[config.mk]
export PLATFORM = sky130hd
export DESIGN_NAME = pipe_stage_buf
export DESIGN_NICKNAME = d
export VERILOG_FILES = /design/src/rtl/pipe_stage_buf.sv
export SDC_FILE = /design/constraint.sdc
export NUM_CORES = 1
export LEC_CHECK = 0
export CORE_MARGIN = 1
export CORE_UTILIZATION = 48
export CTS_CLUSTER_SIZE = 40
export DETAILED_ROUTE_END_ITERATION = 7
export GPL_ROUTABILITY_DRIVEN = 0
export PLACE_DENSITY = 0.79
export SETUP_SLACK_MARGIN = 0.3
export SLEW_MARGIN = 20
export SYNTH_ARGS = -nofsm -noshare
export SYNTH_HDL_FRONTEND = slang
export SYNTH_SLANG_ARGS = --single-unit
[constraint.sdc]
create_clock -name clk -period 5 [get_ports clk]
set_clock_uncertainty 0.05 [all_clocks]
set_input_delay 1.5 -clock clk [delete_from_list [all_inputs] [get_ports clk]]
set_output_delay 1.5 -clock clk [all_outputs]
set_load 0.05 [all_outputs]
[src/rtl/pipe_stage_buf.sv]
// pipe_stage_buf: skid/elastic buffer between two pipeline stages.
// Entries live in a small circular buffer. Both handshake outputs come
// straight from registers, so there is no combinational path through the
// stage in either direction. A saturating counter records downstream stalls.
module pipe_stage_buf #(
  parameter int DATA_W = 32,
  parameter int DEPTH  = 2,
  parameter int CNT_W  = 16
) (
  input  logic                         clk,
  input  logic                         rst_n,
  input  logic                         flush_i,
  input  logic                         in_valid,
  output logic                         in_ready,
  input  logic [DATA_W-1:0]            in_data,
  output logic                         out_valid,
  input  logic                         out_ready,
  output logic [DATA_W-1:0]            out_data,
  output logic [$clog2(DEPTH+1)-1:0]   occupancy,
  output logic [CNT_W-1:0]             stall_cnt
);

  localparam int PTR_W = (DEPTH > 1) ? $clog2(DEPTH) : 1;
  localparam int OCC_W = $clog2(DEPTH + 1);

  localparam logic [PTR_W-1:0] LAST_PTR  = PTR_W'(DEPTH - 1);
  localparam logic [OCC_W-1:0] FULL_CNT  = OCC_W'(DEPTH);
  localparam logic [CNT_W-1:0] STALL_MAX = '1;

  // Data storage has no reset: out_data is only meaningful while out_valid=1.
  logic [DATA_W-1:0] r_mem [DEPTH];

  logic [PTR_W-1:0]  r_rd_ptr;
  logic [PTR_W-1:0]  r_wr_ptr;
  logic [OCC_W-1:0]  r_count;
  logic [CNT_W-1:0]  r_stall_cnt;

  logic              w_push;
  logic              w_pop;
  logic              w_stall;
  logic [PTR_W-1:0]  w_rd_ptr_nxt;
  logic [PTR_W-1:0]  w_wr_ptr_nxt;

  // Handshake outputs depend on registered count only.
  assign in_ready  = (r_count < FULL_CNT);
  assign out_valid = (r_count != '0);
  assign out_data  = r_mem[r_rd_ptr];
  assign occupancy = r_count;
  assign stall_cnt = r_stall_cnt;

  // A full buffer refuses a push even when a pop happens in the same cycle,
  // because in_ready must not look at out_ready.
  assign w_push  = in_valid & in_ready;
  assign w_pop   = out_valid & out_ready;
  assign w_stall = out_valid & ~out_ready & ~flush_i;

  // Pointer increment with wrap at DEPTH-1 (DEPTH need not be a power of 2).
  assign w_rd_ptr_nxt = (r_rd_ptr == LAST_PTR) ? '0 : r_rd_ptr + PTR_W'(1);
  assign w_wr_ptr_nxt = (r_wr_ptr == LAST_PTR) ? '0 : r_wr_ptr + PTR_W'(1);

  // Store accepted entries; a flush cycle writes nothing so contents persist.
  always_ff @(posedge clk) begin
    if (w_push && !flush_i) begin
      r_mem[r_wr_ptr] <= in_data;
    end
  end

  // Pointer and count update; flush overrides any push or pop that cycle.
  always_ff @(posedge clk or negedge rst_n) begin
    if (!rst_n) begin
      r_rd_ptr <= '0;
      r_wr_ptr <= '0;
      r_count  <= '0;
    end else if (flush_i) begin
      r_rd_ptr <= '0;
      r_wr_ptr <= '0;
      r_count  <= '0;
    end else begin
      if (w_push) begin
        r_wr_ptr <= w_wr_ptr_nxt;
      end
      if (w_pop) begin
        r_rd_ptr <= w_rd_ptr_nxt;
      end
      case ({w_push, w_pop})
        2'b10:   r_count <= r_count + OCC_W'(1);
        2'b01:   r_count <= r_count - OCC_W'(1);
        default: r_count <= r_count;
      endcase
    end
  end

  // Saturating stall counter; survives flush, cleared only by reset.
  always_ff @(posedge clk or negedge rst_n) begin
    if (!rst_n) begin
      r_stall_cnt <= '0;
    end else if (w_stall && (r_stall_cnt != STALL_MAX)) begin
      r_stall_cnt <= r_stall_cnt + CNT_W'(1);
    end
  end

endmodule

Run 1, met1 routing:
The bar under the picture is 20 um long.
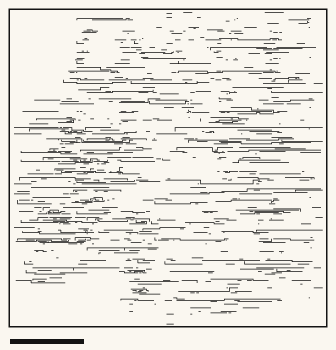
The longest straight run is 40.0 um. The wires run mostly horizontal. The layer carries 2770 um of wire. The layer holds 45% of the routed length.
vias post-DR: 2004
met1 Use GR: 23.7%

Run 1, the metal 2 layer:
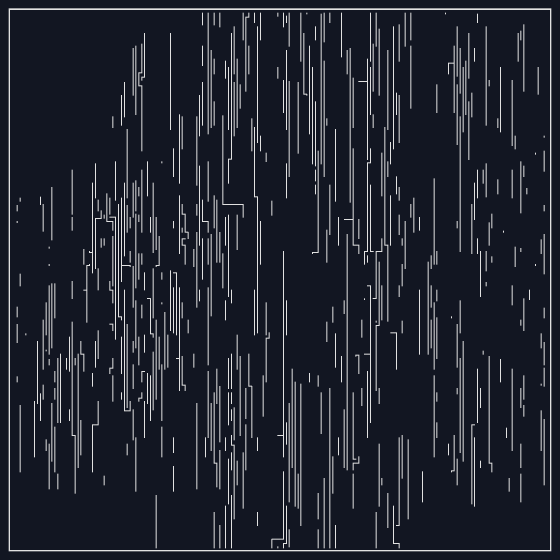
The layer holds 48% of the routed length. 302 nets have wire on it. The wires run mostly vertical.

Run 1, met3 routing:
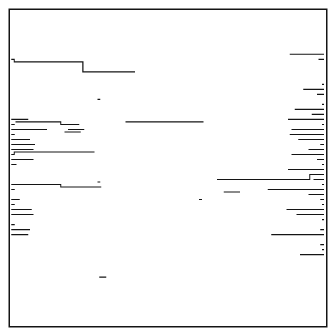
59 nets have wire on it. The wires run mostly horizontal.

==> reports/metrics.cfg, run 1 <==
[die]
ios = 89
rows = 30
die_w_um = 85.8
die-area_sq_um = 7360
fp_util_pct = 49.6

[route]
drt_first_pass_iters = 4
routed_via_density = 5.05
dr.first_iter.drc_count = 87
wirelength_um = 6190
avgRoutedWirePerCell_um = 15.6
ant_nets = 0

[worst_setup_path]
reg2reg_from = stall_cnt[0]
path_buffers = 2
critPathTopFamily = buffers and inverters
path_cells = buf_4 -> mux2_2 -> clkdlybuf4s50_1
r2r_cells = 5
crit_fanout = 32
worst_ep_arrival_time_ps = 2220
crit_required_ps = 3450
r2r_slack_ps = 3120
slowest_stage = clkdlybuf4s50_1

[placed_design]
hpwlAfterDp_um = 4220
placedCellCount = 381
pre_cts_slack_ps = 1580

[synthesis]
yosys.stat.seqShare_pct = 71.8
ys.warnings.count = 0
synth_nets = 237
syn_inst = 199
largest_area_cell = edfxtp_1
avgSynthCellArea_sq_um = 16.9
ys_ff = 84
synthArstFlopShare_pct = 23.8
syn_area_sq_um = 3370

[flow_run]
warning_count = 26
timing.max_cap.violations = 0

[pwr]
swShare_pct = 28.8
switchingPower_uw = 494
p_leak_uw = 0.00170
p_clk_share_pct = 30.9
power_uw = 1710

[timing]
rsz0062_at_grt = no
fin_crit_ps = 3770
finalSetupViolCount = 0
finalMaxSlewViolations = 0
setup_ws_ps = 1230
tns_ps = 0
tightest_slew_ps = 859
period_used_pct = 75.4
timing.hold.ws_ps = 443

[clock_network]
cts-root-buf = clkbuf_8
cts_buffers = 9
cts_buffer_depth = 2
cts.sinks = 84
tritoncts = yes
cts_hold_buffers = 0
clk_pin_slew_ps = 80
cts_resized = 0

[grt]
first_global_vias = 2020
grt-ovfl-total = 0
grt_max_degree = 33
grt_usage_pct = 17.7
grt_pass1_wl_um = 9780

[layout]
final_area_sq_um = 4600
drive_gt1_share_pct = 21.3
postLayoutCoreUtil_pct = 67.8
area_delta_synth_final_pct = 36.5
layout_top_cells = clkdlybuf4s50_1 (88), edfxtp_1 (64), mux2_2 (35)
fillers = 505
layout_top_cell = clkdlybuf4s50_1
nNetsFinal = 334

[min_path]
hold_path_end = stall_cnt[7]
worst_hold_startpoint = stall_cnt[7]

[outcome]
outcome = complete, no violations

==> run 1: kinds of logic after synthesis <==
kind of cell               synth area share (%)
xor gates and xnor gates                   3.64
adders and majority gates                 0.371
AOI/OAI and AO/OA                         0.742
buffers and inverters                     0.927
muxes                                      12.1
and+or+nand+nor                            10.4
DFF                                        71.8
==> run 1: synth_stat cells (3+ instances only) <==
| cell type | n |
|---|---|
| nand4_1 | 3 |
| dfrtp_1 | 20 |
| nand3_1 | 6 |
| clkbuf_1 | 4 |
| nor4_1 | 3 |
| nor3_1 | 6 |
| edfxtp_1 | 64 |
| o21ai_0 | 3 |
| nor2_1 | 5 |
| inv_1 | 3 |
| mux2_2 | 35 |
| xor2_1 | 12 |
| nand2_1 | 9 |
| nor4b_4 | 3 |
==> run 1: registers in the layout (all words and copies together), names as in the netlist <==
register,count
occupancy,2
r_mem,64
r_rd_ptr,1
r_wr_ptr,1
stall_cnt,16
==> run 1: per-layer routing <==
| metal | vias up | share of wire [%] | track usage [%] |
|---|---|---|---|
| li1 | 941 | - | - |
| met1 | 988 | 45 | 23.7 |
| met2 | 70 | 48 | 28.0 |
| met3 | 5 | 6.1 | 4.23 |
| met4 | 0 | 1.1 | 7.27 |
| met5 | - | 0 | 0 |
==> run 1: final cells by class <==
cell class	count	area [sq um]	share of cell area, %
Timing Repair Buffer	91	903	19.6
Clock inverter	7	98.8	2.15
Multi-Input combinational cell	107	923	20.1
Clock buffer	9	124	2.69
Tap cell	96	120	2.61
Sequential cell	84	2420	52.6
Inverter	3	11.3	0.245
==> run 1: power groups by stage <==
stage                     clock network, uW  logic [uW]  registers (uW)
final                                   529         355             827
after global placement                    0         354             841
after global routing                    570         371             834
after CTS                               539         358             828
after floorplan                           0         168             895
after detailed placement                  0         356             843
Run 1, nets reached from selected ports:
The bar under the picture is 20 um long.
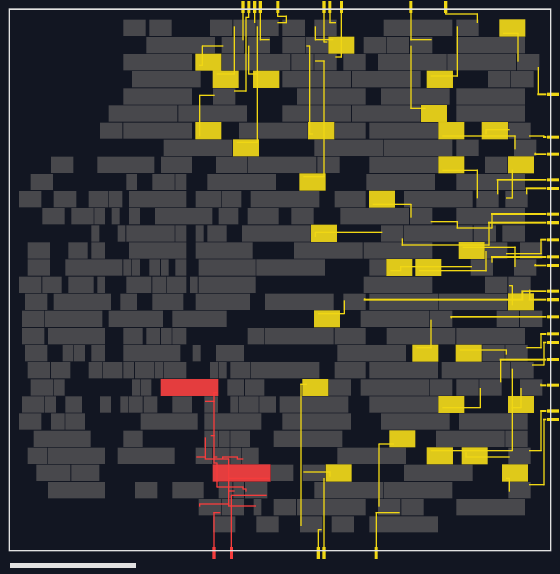

## Run 2: what changed since run 1
- clock period: 5 -> 3.7 ns (I/O delays scaled with it)
Run 2, nets reached from selected ports:
The bar under the picture is 20 um long.
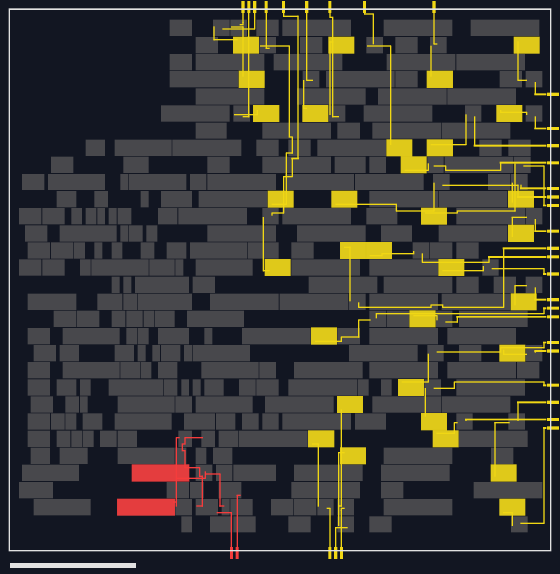
occupancy: drawn in red, direction output, edge bottom, end cells 2, buffers 2, wire 60.4 um. out_data: drawn in yellow, direction output, edge 20 right, 9 top, 3 bottom, end cells 32, buffers 32, wire 713 um.

Run 2, met1 routing:
The bar under the picture is 20 um long.
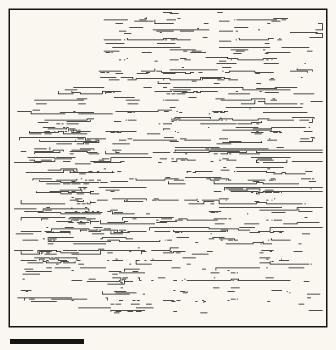
The layer carries 2750 um of wire. The longest straight run is 40.0 um.
Routed WL: 6240 um
met1 Use GR: 22.4%
vias post-DR: 1995

Run 2, routing congestion map:
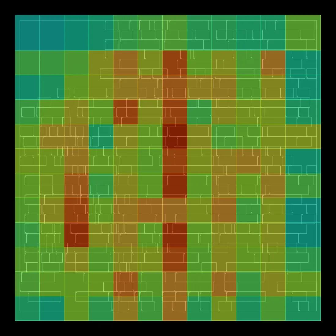
routing usage on met2: 28.8%
utilization after layout: 66.1%

==> reports/metrics.cfg, run 2 <==
[layout]
layout_top_cell = edfxtp_1  ; was clkdlybuf4s50_1
buffer_area_share_pct = 18.5  ; was 19.6%
clockBufferCount = 9  ; unchanged
largest_reg_flops = 64  ; unchanged
ff_count = 84  ; unchanged
seq_share_pct = 54.0  ; was 52.6%
nNonClkBuffers = 92  ; was 91
inv_count = 3  ; unchanged
drive_gt1_share_pct = 32.1  ; was 21.3%
seqCellArea_sq_um = 2420  ; unchanged
logic_gates = 107  ; unchanged
area_delta_synth_final_pct = 33.1  ; was 36.5%
logic_area_sq_um = 930  ; was 923 sq um
largest_cell_class = flip-flops and latches  ; unchanged
regMostFlops = r_mem  ; unchanged
layout_top_cells = edfxtp_1 (64), clkdlybuf4s50_1 (56), buf_4 (36)  ; was clkdlybuf4s50_1 (88), edfxtp_1 (64), mux2_2 (35)
clk_share_pct = 3.88  ; was 4.84%

[clock_network]
cts.sinks = 84  ; unchanged
cts_resized = 0  ; unchanged
tritoncts = yes  ; unchanged
cts_buffer_depth = 2  ; unchanged
cts_hold_buffers = 0  ; unchanged
clk_pin_slew_ps = 80  ; about the same

[route]
dr.first_iter.drc_count = 107  ; was 87
drt_first_pass_iters = 4  ; unchanged
routed_via_density = 5.01  ; was 5.05
ant_nets = 0  ; unchanged

[synthesis]
top_cell = edfxtp_1  ; unchanged
largest_area_cell = edfxtp_1  ; unchanged
syn_inst = 199  ; unchanged
ys_ff = 84  ; unchanged
synthArstFlopShare_pct = 23.8  ; unchanged
avgSynthCellArea_sq_um = 16.9  ; unchanged
synth_nets = 237  ; unchanged
yosys.stat.seqShare_pct = 71.8  ; unchanged
synthTopCellsByCount = edfxtp_1 (64), mux2_2 (35), dfrtp_1 (20)  ; unchanged

[die]
rows = 30  ; unchanged
die_w_um = 85.8  ; unchanged
ios = 89  ; unchanged
die-area_sq_um = 7360  ; unchanged
tap_cells = 96  ; unchanged

[worst_setup_path]
critPathTopFamily = buffers and inverters  ; unchanged
path_buffers = 1  ; was 2
reg2reg_from = stall_cnt[1]  ; was stall_cnt[0]
crit_fanout = 7  ; was 32
worst_ep_arrival_time_ps = 1830  ; was 2220 ps
slowest_stage = clkdlybuf4s50_1  ; unchanged
path_cells = or2_2 -> clkdlybuf4s50_1  ; was buf_4 -> mux2_2 -> clkdlybuf4s50_1

[grt]
grt_usage_pct = 17.6  ; was 17.7%
grt-ovfl-total = 0  ; unchanged
grt_max_degree = 33  ; unchanged
first_global_vias = 1975  ; was 2020
grt_pass1_wl_um = 9670  ; was 9780 um

[timing]
fin_crit_ps = 2990
tightest_slew_ps = 881  ; was 859 ps
setup_ws_ps = 706  ; was 1230 ps
timing.hold.ws_ps = 460  ; was 443 ps
finalMaxSlewViolations = 0  ; unchanged
tns_ps = 0  ; unchanged
rsz0062_at_grt = no  ; unchanged
period_used_pct = 80.9

[placed_design]
hpwlAfterDp_um = 4220  ; about the same
pre_cts_slack_ps = 643  ; was 1580 ps

[flow_run]
warning_count = 26  ; unchanged

[pwr]
swShare_pct = 30.9  ; was 28.8%
p_leak_uw = 0.00170  ; about the same

[outcome]
outcome = complete, no violations  ; unchanged

[min_path]
worst_hold_startpoint = stall_cnt[7]  ; unchanged

==> run 2: worst max path at each step <==
| stage | start | depth (start not counted) | to | slack, ps |
|---|---|---|---|---|
| after floorplan | in_valid | 2 | r_mem[0][0] | 620 |
| after global placement | flush_i | 5 | stall_cnt[15] | 680 |
| after detailed placement | flush_i | 5 | stall_cnt[15] | 640 |
| after CTS | occupancy[1] | 2 | out_valid | 670 |
| after global routing | occupancy[1] | 2 | out_valid | 610 |
| final | occupancy[1] | 2 | out_valid | 710 |
==> run 2: per-stage QoR <==
step,instances,total power [uW],area [sq um]
finish,398,2170,4490
floorplan,199,1440,3380
detailed placement,382,1620,4310
CTS,398,2190,4490
global placement,382,1610,4310
global route,398,2250,4490
==> run 2: worst reg2reg max path: cells and delay by family (launching register included) <==
family / cells / cell delay, ps
simple gates: 3 / 720
flops: 1 / 420
mux: 1 / 300
fa+ha+maj: 1 / 240
==> run 2: power groups by stage <==
stage                     sequential, uW  clock (uW)  combinational (uW)
after CTS                           1120         591                 479
after global routing                1120         629                 497
after floorplan                     1210           0                 227
final                               1120         575                 474
after detailed placement            1140           0                 477
after global placement              1140           0                 470
==> run 2: kinds of logic after synthesis <==
kind of cell,count (synthesis),synth area share [%]
simple gates,51,10.4
fa+ha+maj,1,0.371
mux,36,12.1
buf+inv,8,0.927
xor+xnor,14,3.64
flops,84,71.8
compound gates,5,0.742
==> run 2: per-layer routing <==
metal | track usage, % | part of all wire [%]
met2 | 28.8 | 48
met1 | 22.4 | 44
met4 | 5.00 | 0.53
met3 | 6.35 | 7.2
met5 | 0 | 0
Run 2, met3 routing:
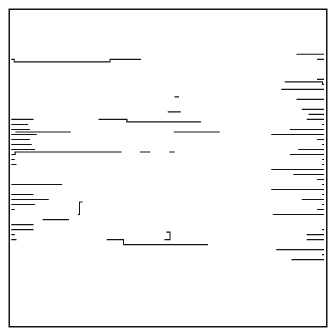

## Run 3: what changed since run 2
- clock period: 3.7 -> 3.11 ns (I/O delays scaled with it)
Run 3, met3 routing:
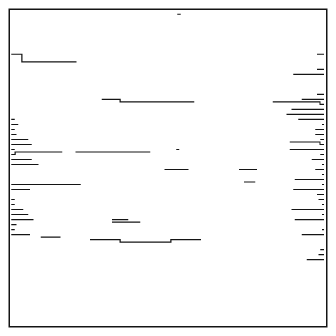
The wires run mostly horizontal. The longest straight run is 20.0 um.

Run 3, the metal 2 layer:
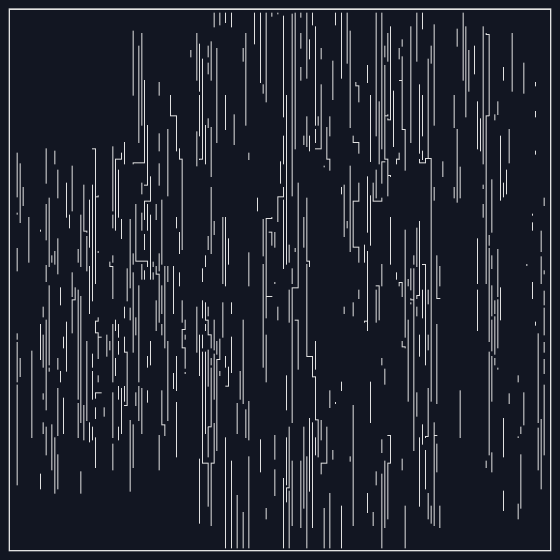
The layer carries 2990 um of wire. 299 nets have wire on it. The layer holds 46% of the routed length. The longest straight run is 38.6 um.

==> reports/metrics.cfg, run 3 <==
[outcome]
outcome = complete, no violations  ; unchanged

[flow_run]
timing.max_cap.violations = 0  ; unchanged
warning_count = 26  ; unchanged

[synthesis]
top_cell = edfxtp_1  ; unchanged
yosys.stat.seqShare_pct = 71.8  ; unchanged
synth_nets = 237  ; unchanged
synthTopCellsByCount = edfxtp_1 (64), mux2_2 (35), dfrtp_1 (20)  ; unchanged
syn_inst = 199  ; unchanged
largest_area_cell = edfxtp_1  ; unchanged
ys_ff = 84  ; unchanged
ys.warnings.count = 0  ; unchanged
synthArstFlopShare_pct = 23.8  ; unchanged
avgSynthCellArea_sq_um = 16.9  ; unchanged

[pwr]
power_leader = sequential cells  ; unchanged
p_leak_uw = 0.00187  ; was 0.00170 uW
swShare_pct = 30.3  ; was 30.9%
p_clk_uw = 685  ; was 575 uW
p_clk_share_pct = 25.4  ; was 26.5%
p_comb_uw = 680  ; was 474 uW
p_seq_uw = 1330  ; was 1120 uW
power_uw = 2700  ; was 2170 uW

[die]
rows = 30  ; unchanged
die-area_sq_um = 7360  ; unchanged
fp_util_pct = 49.6  ; unchanged
die_w_um = 85.8  ; unchanged
coreArea_sq_um = 6790  ; unchanged

[timing]
rsz0062_at_grt = no  ; unchanged
timing.hold.ws_ps = 441  ; was 460 ps
setup_ws_ps = 418  ; was 706 ps
finalMaxSlewViolations = 0  ; unchanged
fin_crit_ps = 2690
tightest_slew_ps = 506  ; was 881 ps
tns_ps = 0  ; unchanged
finalSetupViolCount = 0  ; unchanged
period_used_pct = 86.6

[worst_setup_path]
worst_ep_arrival_time_ps = 1710  ; was 1830 ps
critPathTopFamily = buffers and inverters  ; unchanged
crit_fanout = 32  ; was 7
cp-end-kind = output pin  ; unchanged
path_buffers = 2  ; was 1
crit_required_ps = 2130  ; was 2540 ps

[layout]
regMostFlops = r_mem  ; unchanged
fillers = 435  ; was 501
nNetsFinal = 336  ; was 335
stdcell_count = 399  ; was 398
largest_reg_flops = 64  ; unchanged
drive_gt1_share_pct = 32.3  ; was 32.1%
layout_top_cells = edfxtp_1 (64), clkdlybuf4s50_1 (55), mux2_2 (35)  ; was edfxtp_1 (64), clkdlybuf4s50_1 (56), buf_4 (36)
area_delta_synth_final_pct = 45.9  ; was 33.1%
layout_top_cell = edfxtp_1  ; unchanged

[route]
ant_nets = 0  ; unchanged
routed_via_density = 5.06  ; was 5.01
avgRoutedWirePerCell_um = 16.1  ; was 15.7 um
wirelength_um = 6430  ; was 6240 um
drt_first_pass_iters = 4  ; unchanged
dr_total_vias = 2020  ; was 1995
dr.first_iter.drc_count = 67  ; was 107

[placed_design]
pre_cts_slack_ps = 313  ; was 643 ps
hpwlAfterDp_um = 4360  ; was 4220 um
placedCellCount = 383  ; was 382

[clock_network]
cts_buffers = 9  ; unchanged
clk_pin_slew_ps = 90  ; was 80 ps
cts-root-buf = clkbuf_8  ; unchanged
tritoncts = yes  ; unchanged
cts_buffer_depth = 2  ; unchanged
cts.sinks = 84  ; unchanged

[grt]
grt_pass1_wl_um = 9970  ; was 9670 um
grt_max_degree = 33  ; unchanged
grt_usage_pct = 18.2  ; was 17.6%
grt-ovfl-total = 0  ; unchanged
first_global_vias = 1949  ; was 1975

Run 3, nets reached from selected ports:
The bar under the picture is 20 um long.
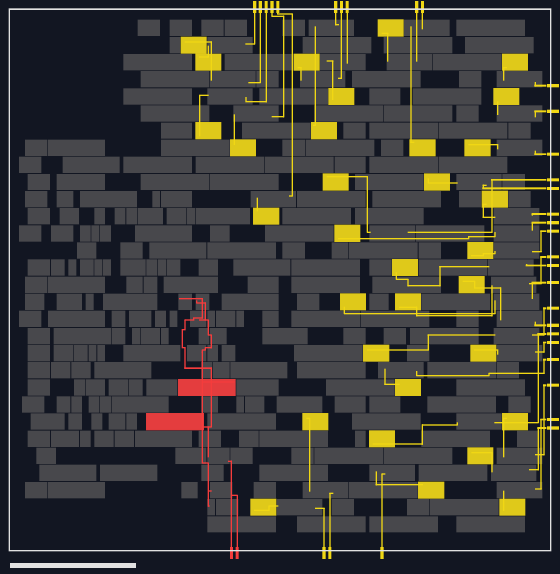
out_data: drawn in yellow, direction output, edge 19 right, 10 top, 3 bottom, end cells 32, buffers 32, wire 627 um. occupancy: drawn in red, direction output, edge bottom, end cells 2, buffers 2, wire 105 um.
Ports: 89
PortBufs: 88

[run 3: cell counts after synthesis]
No cell type changed its count.
[run 3: cells by family (layout without fill, tap and decap cells)]
kind of cell / count (synthesis) / in the layout / share of synthesized area [%]
AOI/OAI and AO/OA: 5 / 5 / 0.742
xor gates and xnor gates: 14 / 14 / 3.64
adders and majority gates: 1 / 1 / 0.371
buffers and inverters: 8 / 112 / 0.927
DFF: 84 / 84 / 71.8
muxes: 36 / 36 / 12.1
and+or+nand+nor: 51 / 51 / 10.4
[run 3: layer usage]
metal  GRT usage [%]  part of all wire, %
met1            25.5                   47
met2            27.3                   46
met3            5.29                  5.4
met4            6.67                  1.5
met5               0                    0
[run 3: final cells by class]
| cell class | instances | area, sq um | area share [%] |
|---|---|---|---|
| clock buffer | 9 | 124 | 2.52 |
| multi-input combinational | 107 | 930 | 18.9 |
| sequential | 84 | 2420 | 49.2 |
| clock inverter | 7 | 51.3 | 1.04 |
| timing repair buffer | 93 | 1260 | 25.7 |
| inverter | 3 | 11.3 | 0.229 |
| tap | 96 | 120 | 2.44 |
[run 3: through the flow]
step,util [%],instance area (sq um)
floorplan,-,3380
global placement,69.9,4750
detailed placement,69.9,4750
CTS,72.4,4920
global route,72.4,4920
finish,72.4,4920
[run 3: timing repair]
item / 4_1_cts / 5_1_grt
resized: 1 / 0
hold buffers: 0 / 0
endpoints found under the setup margin: 1 / 0
[run 3: worst paths after layout]
check	from	end	slack, ps	depth (start not counted)
worst max-delay path	r_rd_ptr	out_data[31]	420	3
worst min-delay path	stall_cnt[7]	stall_cnt[7]	440	1
worst max register to register	stall_cnt[0]	stall_cnt[1]	1250	5
worst min register to register	stall_cnt[7]	stall_cnt[7]	440	1
max in group asynchronous	rst_n	stall_cnt[9]	1920	2
min in group asynchronous	rst_n	stall_cnt[8]	870	2
Power figures rest on the tool's default switching activity, not on a simulated workload.
